File: src/rtl/wb_target_arb_rr.sv
// wb_target_arb_rr: per-target round-robin Wishbone arbiter with bus-cycle lock and stall watchdog
module wb_target_arb_rr #(
   parameter int N_REQ = 4,
   parameter int TIMEOUT = 256,
   localparam int ID_BITS = (N_REQ > 1) ? $clog2(N_REQ) : 1,
   localparam int CNT_W = (TIMEOUT > 0) ? $clog2(TIMEOUT + 1) : 1
) (
   input  logic               clk,
   input  logic               rst,
   input  logic [N_REQ-1:0]   req,
   input  logic [N_REQ-1:0]   cyc,
   input  logic               tack,
   input  logic               terr,
   output logic [N_REQ-1:0]   gnt,
   output logic [ID_BITS-1:0] gnt_id,
   output logic               gnt_valid,
   output logic               to_err
);
   typedef enum logic {IDLE, BUSY} state_t;
   state_t state_q, state_d;
   logic [N_REQ-1:0] gnt_q, gnt_d, cand;
   logic [ID_BITS-1:0] id_q, id_d, last_q, last_d, sel;
   logic valid_q, sel_ok, own_cyc, own_req, arb;
   assign own_cyc = |(cyc & gnt_q);
   assign own_req = |(req & gnt_q);
   assign arb = (state_q == IDLE) | ~own_cyc;
   assign cand = (state_q == IDLE) ? req : req & ~gnt_q;
   // first candidate at or after last_q+1, wrapping; the released owner is already masked out
   always_comb begin
      int j;
      j = 0;
      sel_ok = 1'b0;
      sel = '0;
      for (int k = 1; k <= N_REQ; k++) begin
         j = int'(last_q) + k;
         if (j >= N_REQ) j = j - N_REQ;
         if (!sel_ok && cand[ID_BITS'(j)]) begin
            sel_ok = 1'b1;
            sel = ID_BITS'(j);
         end
      end
   end
   // grant moves only at an arbitration point: idle, or the owner dropped cyc
   always_comb begin
      state_d = state_q;
      gnt_d = gnt_q;
      id_d = id_q;
      last_d = last_q;
      if (arb) begin
         state_d = sel_ok ? BUSY : IDLE;
         gnt_d = sel_ok ? N_REQ'(1) << sel : '0;
         if (sel_ok) begin
            id_d = sel;
            last_d = sel;
         end
      end
   end
   // arbitration state; last_q starts at the top index so initiator 0 wins first
   always_ff @(posedge clk or posedge rst) begin
      if (rst) begin
         state_q <= IDLE;
         gnt_q <= '0;
         id_q <= '0;
         last_q <= ID_BITS'(N_REQ - 1);
         valid_q <= 1'b0;
      end else begin
         state_q <= state_d;
         gnt_q <= gnt_d;
         id_q <= id_d;
         last_q <= last_d;
         valid_q <= |gnt_d;
      end
   end
   assign gnt = gnt_q;
   assign gnt_id = id_q;
   assign gnt_valid = valid_q;
   if (TIMEOUT > 0) begin : g_wd
      logic [CNT_W-1:0] cnt_q, cnt_d;
      logic stall, hit;
      assign stall = (state_q == BUSY) & own_cyc & own_req & ~tack & ~terr;
      assign hit = stall & (cnt_q == CNT_W'(TIMEOUT - 1));
      assign cnt_d = (stall & ~hit) ? cnt_q + 1'b1 : '0;
      // stall counter; a same-cycle ack or err suppresses the pulse
      always_ff @(posedge clk or posedge rst) begin
         if (rst) cnt_q <= '0;
         else cnt_q <= cnt_d;
      end
      assign to_err = hit;
   end else begin : g_nowd
      assign to_err = 1'b0;
   end
endmodule

File: config.mk
export PLATFORM = sky130hd
export DESIGN_NAME = wb_target_arb_rr
export DESIGN_NICKNAME = d
export VERILOG_FILES = /design/src/rtl/wb_target_arb_rr.sv
export SDC_FILE = /design/constraint.sdc
export NUM_CORES = 1
export LEC_CHECK = 0
export ABC_AREA = 1
export CORE_MARGIN = 1.5
export CORE_UTILIZATION = 45
export DETAILED_ROUTE_END_ITERATION = 12
export HOLD_SLACK_MARGIN = 0.12
export PLACE_DENSITY_LB_ADDON = 0.2
export SYNTH_ARGS = -nofsm -noshare
export SYNTH_HDL_FRONTEND = slang
export SYNTH_SLANG_ARGS = --single-unit
File: constraint.sdc
create_clock -name clk -period 3.7 [get_ports clk]
set_input_delay 0.74 -clock clk [delete_from_list [all_inputs] [get_ports clk]]
set_output_delay 0.74 -clock clk [all_outputs]
set_load 0.005 [all_outputs]
Fig. 1: run 1, cell outlines without signal wires
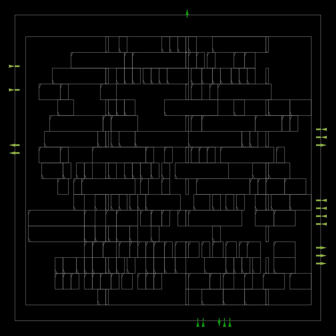
tap cell instance count: 28
Fillers: 195
core region area: 2280 µm²

Fig. 2: run 1, nets reached from selected ports
(4 px per µm)
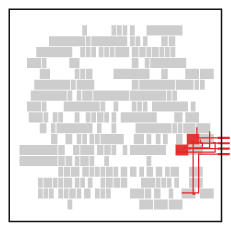
- red: cyc (bits 4; direction input; edge east; end cells 2; buffers 4; wire 80.9 µm)
io pins: 20
number of I/O port buffers: 19

Fig. 3: run 1, ports around the boundary
(10 px per µm) Pins as bars across the die edge, other pins in grey.
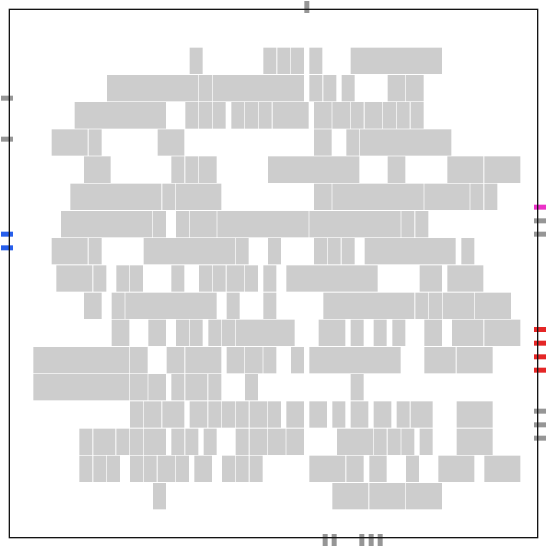
- magenta: tack (pins 1; direction input; edge east)
- red: cyc (pins 4; direction input; edge east)
- blue: gnt_id (pins 2; direction output; edge west)

Fig. 4: run 1, cell sizes after repair
(10 px per µm)
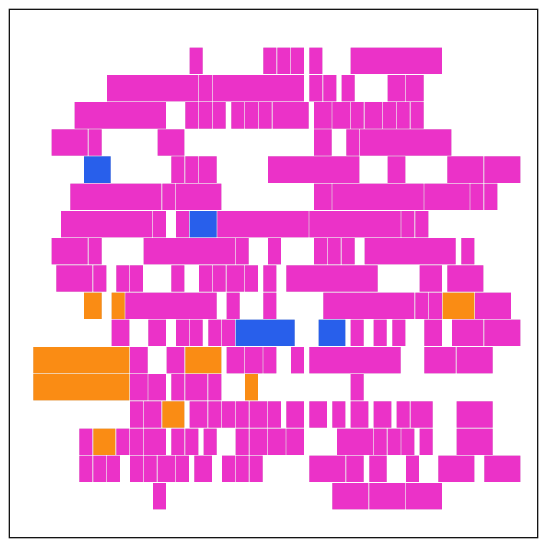
- magenta: drive 1 or less (cells 168)
- blue: drive 3 to 4 (cells 4)
- orange: drive 2 (cells 9)

==> flow_metrics.env, run 1 <==
# physical design summary
export IMPL_run_status="finished, final reports clean"
export IMPL_yosysUniqueCellTypes=19
export IMPL_number_of_synthesized_flops_with_an_enable_pin=0
export IMPL_clock_power_uw=103
export IMPL_cts_setup_buffers=0
export IMPL_floorplan_die_area_um2=2780
export IMPL_lay_top_count="nand2_1"
export IMPL_route_final_wire_length_mm=2.54
export IMPL_power_static_leakage_nw=0.647
export IMPL_clockPowerShare_pct=10.0
export IMPL_tritoncts_buffers=3
export IMPL_most_common_cell="nand2_1"
export IMPL_worst_ep_arrival_time_ps=2340
export IMPL_path_class="reg2out"
export IMPL_fin_total_pwr_mw=1.03
export IMPL_clock_sinks=19
export IMPL_finalSetupTns_ps=0
export IMPL_post_synth_main_area_contributors="dfrtp_1, nand2_1, nand3_1, inv_1, nor2_1"
export IMPL_final_design_area_no_fill_um2=1360
export IMPL_pre_cts_ws_ps=763
export IMPL_via_count_of_the_first_global_routing_pass=993
export IMPL_timing_critical_path_depth=11
export IMPL_grt_max_degree=20
export IMPL_critPathTopFamily="simple AND/OR/NAND/NOR gates"
export IMPL_htree_levels=1
export IMPL_clockRootBuffer="clkbuf_4"
export IMPL_timing_final_hold_violations=0
export IMPL_fp_row_count=17
export IMPL_die_width_um=52.7
export IMPL_crit_fanout=3
export IMPL_ys_cells=158
export IMPL_power_switching_uw=499
export IMPL_power_sequential_total_uw=329
export IMPL_place_area_um2=1340
export IMPL_holdCritPathClass="reg2reg"
export IMPL_final_net_count=196
export IMPL_grt_pass1_wl_mm=4.20
export IMPL_placedCellCount=205
export IMPL_place_hpwl_mm=1.97
export IMPL_length_of_the_first_detailed_routing_pass_in_iterations=4
export IMPL_finalMaxSlewViolations=0
export IMPL_insertedDiodeCount=0
export IMPL_timing_hold_ws_ps=471
export IMPL_critPathSlowestCell="clkdlybuf4s50_1"
export IMPL_globalRouteOverflowTotal=0
export IMPL_critPathCapture="to_err"
export IMPL_post_route_period_util_pct=83.3
export IMPL_path_cells="ha_1 -> nand2_1 -> nor2_1 -> inv_1 -> nor2_1 -> nand3_1 -> nor2_1 -> ha_1 -> inv_1 -> nor3_1 -> clkdlybuf4s50_1"
-- run 1: how the worst min path moves through the flow --
stage                                        from                      end  slack (ps)  depth (start not counted)
after global placement    g_wd.cnt_q[0]$_DFF_PP0_  g_wd.cnt_q[0]$_DFF_PP0_         450                          1
after floorplan           g_wd.cnt_q[0]$_DFF_PP0_  g_wd.cnt_q[0]$_DFF_PP0_         430                          1
after CTS                 g_wd.cnt_q[0]$_DFF_PP0_  g_wd.cnt_q[0]$_DFF_PP0_         470                          1
final                     g_wd.cnt_q[0]$_DFF_PP0_  g_wd.cnt_q[0]$_DFF_PP0_         470                          1
after detailed placement  g_wd.cnt_q[0]$_DFF_PP0_  g_wd.cnt_q[0]$_DFF_PP0_         460                          1
after global routing      g_wd.cnt_q[0]$_DFF_PP0_  g_wd.cnt_q[0]$_DFF_PP0_         490                          1
-- run 1: metal layers --
layer	GRT usage, %	up-vias	routed length (µm)
li1	-	552	-
met1	26.4	511	1130
met2	34.6	48	1190
met3	4.29	8	187
met4	6.84	0	34
met5	0	-	0
-- run 1: flip-flops by register name, summed over array words and instances, names as in the netlist --
signal,flops
gnt_valid,1
g_wd.cnt_q,9
gnt_id,2
state_q,1
last_q,2
gnt,4
-- run 1: final cells by class --
type,count,area (µm²),share of cell area [%]
Timing Repair Buffer,19,190,13.9
Sequential cell,19,478,35.0
Tap cell,28,35.0,2.57
Inverter,20,75.1,5.50
Clock buffer,3,22.5,1.65
Clock inverter,1,5.00,0.367
Multi-Input combinational cell,119,558,40.9
-- run 1: logic make-up after synthesis --
logic type / Yosys count / share of synthesized area, %
fa+ha+maj: 2 / 2.25
simple gates: 106 / 41.0
flops: 19 / 43.0
buf+inv: 20 / 6.76
compound gates: 11 / 6.98
==> run 2, diff against run 1 <==
==> constraint.sdc (replaced) <==
create_clock -name clk -period 3 [get_ports clk]
set_input_delay 0.6 -clock clk [delete_from_list [all_inputs] [get_ports clk]]
set_output_delay 0.6 -clock clk [all_outputs]
set_load 0.005 [all_outputs]
Fig. 5: run 2, metal layers overlaid
(10 px per µm) Only two layers are drawn.
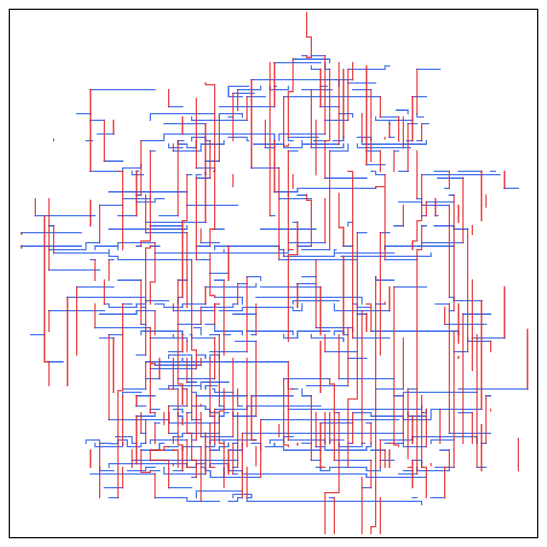
- red: met2 (wire length 1250 µm)
- blue: met1 (wire length 1120 µm)
drt wl/cell: 12.0 µm
wire length after detailed routing: 2.54 mm
Total Routing Usage GR: 21.1%

==> run 2 against run 1 <==
  * Via count down 1.2%
  * Clock power up about 20%
  * Cell area up 1.9%
  * Worst setup slack worse by 120 ps
  * Non-clock buffer count up 2
  * Clock skew down 4.6 ps
  * Synthesized cell count unchanged
  * Register-to-register slack worse by 640 ps
  * Critical path depth unchanged
  * Core utilization up 1.2 points
  * Largest cell class unchanged
==> flow_metrics.env, run 2 <==
# physical design summary
export IMPL_fin_total_pwr_mw=1.28
export IMPL_gr_max_usage_layer="met2"
export IMPL_run_status="finished, final reports clean"
export IMPL_globalRouteOverflowTotal=0
export IMPL_grt_max_degree=20
export IMPL_global_route_usage_met2_pct=35.8
export IMPL_holdCritPathClass="reg2reg"
export IMPL_via_count_of_the_first_global_routing_pass=1076
export IMPL_crit_fanout=3
export IMPL_fp_row_count=17
export IMPL_place_hpwl_mm=2.01
export IMPL_length_of_the_first_detailed_routing_pass_in_iterations=4
export IMPL_floorplan_die_area_um2=2780
export IMPL_grt_pass1_wl_mm=4.33
export IMPL_global_routing_usage_on_met3_pct=5.43
export IMPL_die_width_um=52.7
export IMPL_buffer_ports_inserted=19
export IMPL_most_common_cell="nand2_1"
export IMPL_ys_cells=158
export IMPL_yosysUniqueCellTypes=19
export IMPL_lay_top_count="nand2_1"
export IMPL_highest_signal_layer="met3"
export IMPL_final_design_area_no_fill_um2=1390
export IMPL_detail_route_wirelength_met1_mm=1.12
export IMPL_critPathTopFamily="simple AND/OR/NAND/NOR gates"
export IMPL_finalMaxSlewViolations=0
export IMPL_largest_register_ffs=9
export IMPL_post_synth_main_area_contributors="dfrtp_1, nand2_1, nand3_1, inv_1, nor2_1"
export IMPL_post_route_period_util_pct=83.3
export IMPL_floorplan_io_pins=20
export IMPL_registers_top_by_ff_count="g_wd.cnt_q"
export IMPL_htree_levels=1
Fig. 6: run 2, cell outlines without signal wires
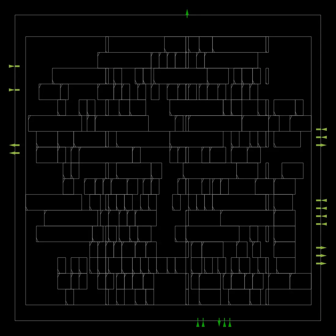
utilization after layout: 61.1%
flip-flop and latch share of the layout cell area: 34.4%
Non-Filler Instances: 211

run 2: cell counts after synthesis:
Identical to the previous run, type by type.
run 2: cell type report:
type                    instances  area [µm²]
well taps                      28        35.0
clock buffers                   4        26.3
inverters                      20        75.1
multi-input cells             119         568
flip-flops and latches         19         478
fillers                       203         886
repair buffers                 21         208
run 2: metrics by stage:
stage,setup slack (ps),std cells
2_1_floorplan,1040,158
3_3_place_gp,382,206
3_5_place_dp,330,206
4_1_cts,67.1,210
5_1_grt,318,211
6_report,501,211
run 2: logic make-up after synthesis:
logic type	Yosys count	synth area share [%]
compound gates	11	6.98
fa+ha+maj	2	2.25
buf+inv	20	6.76
flops	19	43.0
simple gates	106	41.0
run 2: tightest hold or removal path, cell delays in order (launching register included):
cell	delay, ps
dfrtp_1	360
nand2_1	50
nand2_1	60
run 2: path summary, 6_finish.rpt:
path                                               from                       to  slack (ps)  cells after the start
worst min-delay path              gnt_id[1]$_DFFE_PP0P_    gnt_id[1]$_DFFE_PP0P_         510                      2
max in group asynchronous                           rst    gnt_id[0]$_DFFE_PP0P_        1860                      2
worst min register to register    gnt_id[1]$_DFFE_PP0P_    gnt_id[1]$_DFFE_PP0P_         510                      2
worst max register to register  g_wd.cnt_q[0]$_DFF_PP0_  g_wd.cnt_q[2]$_DFF_PP0_        1090                     11
worst max-delay path            g_wd.cnt_q[0]$_DFF_PP0_                   to_err         500                     11
min in group asynchronous                           rst         gnt[3]$_DFF_PP0_         700                      2
run 2: power by group:
part	switching (mW)	leakage (nW)	internal, mW
Combinational	0.459	0.411	0.285
Sequential	0.0755	0.244	0.335
Clock	0.0725	0.0150	0.0517
Total	0.607	0.670	0.672
run 2: repair_timing:
item                                    CTS  global route
endpoints found under the setup margin    0             1
gates resized                             0             4
setup buffers                             0             1
hold endpoints to repair                  0             0
hold buffers                              0             0
Power is estimated from default activity; no workload was simulated.
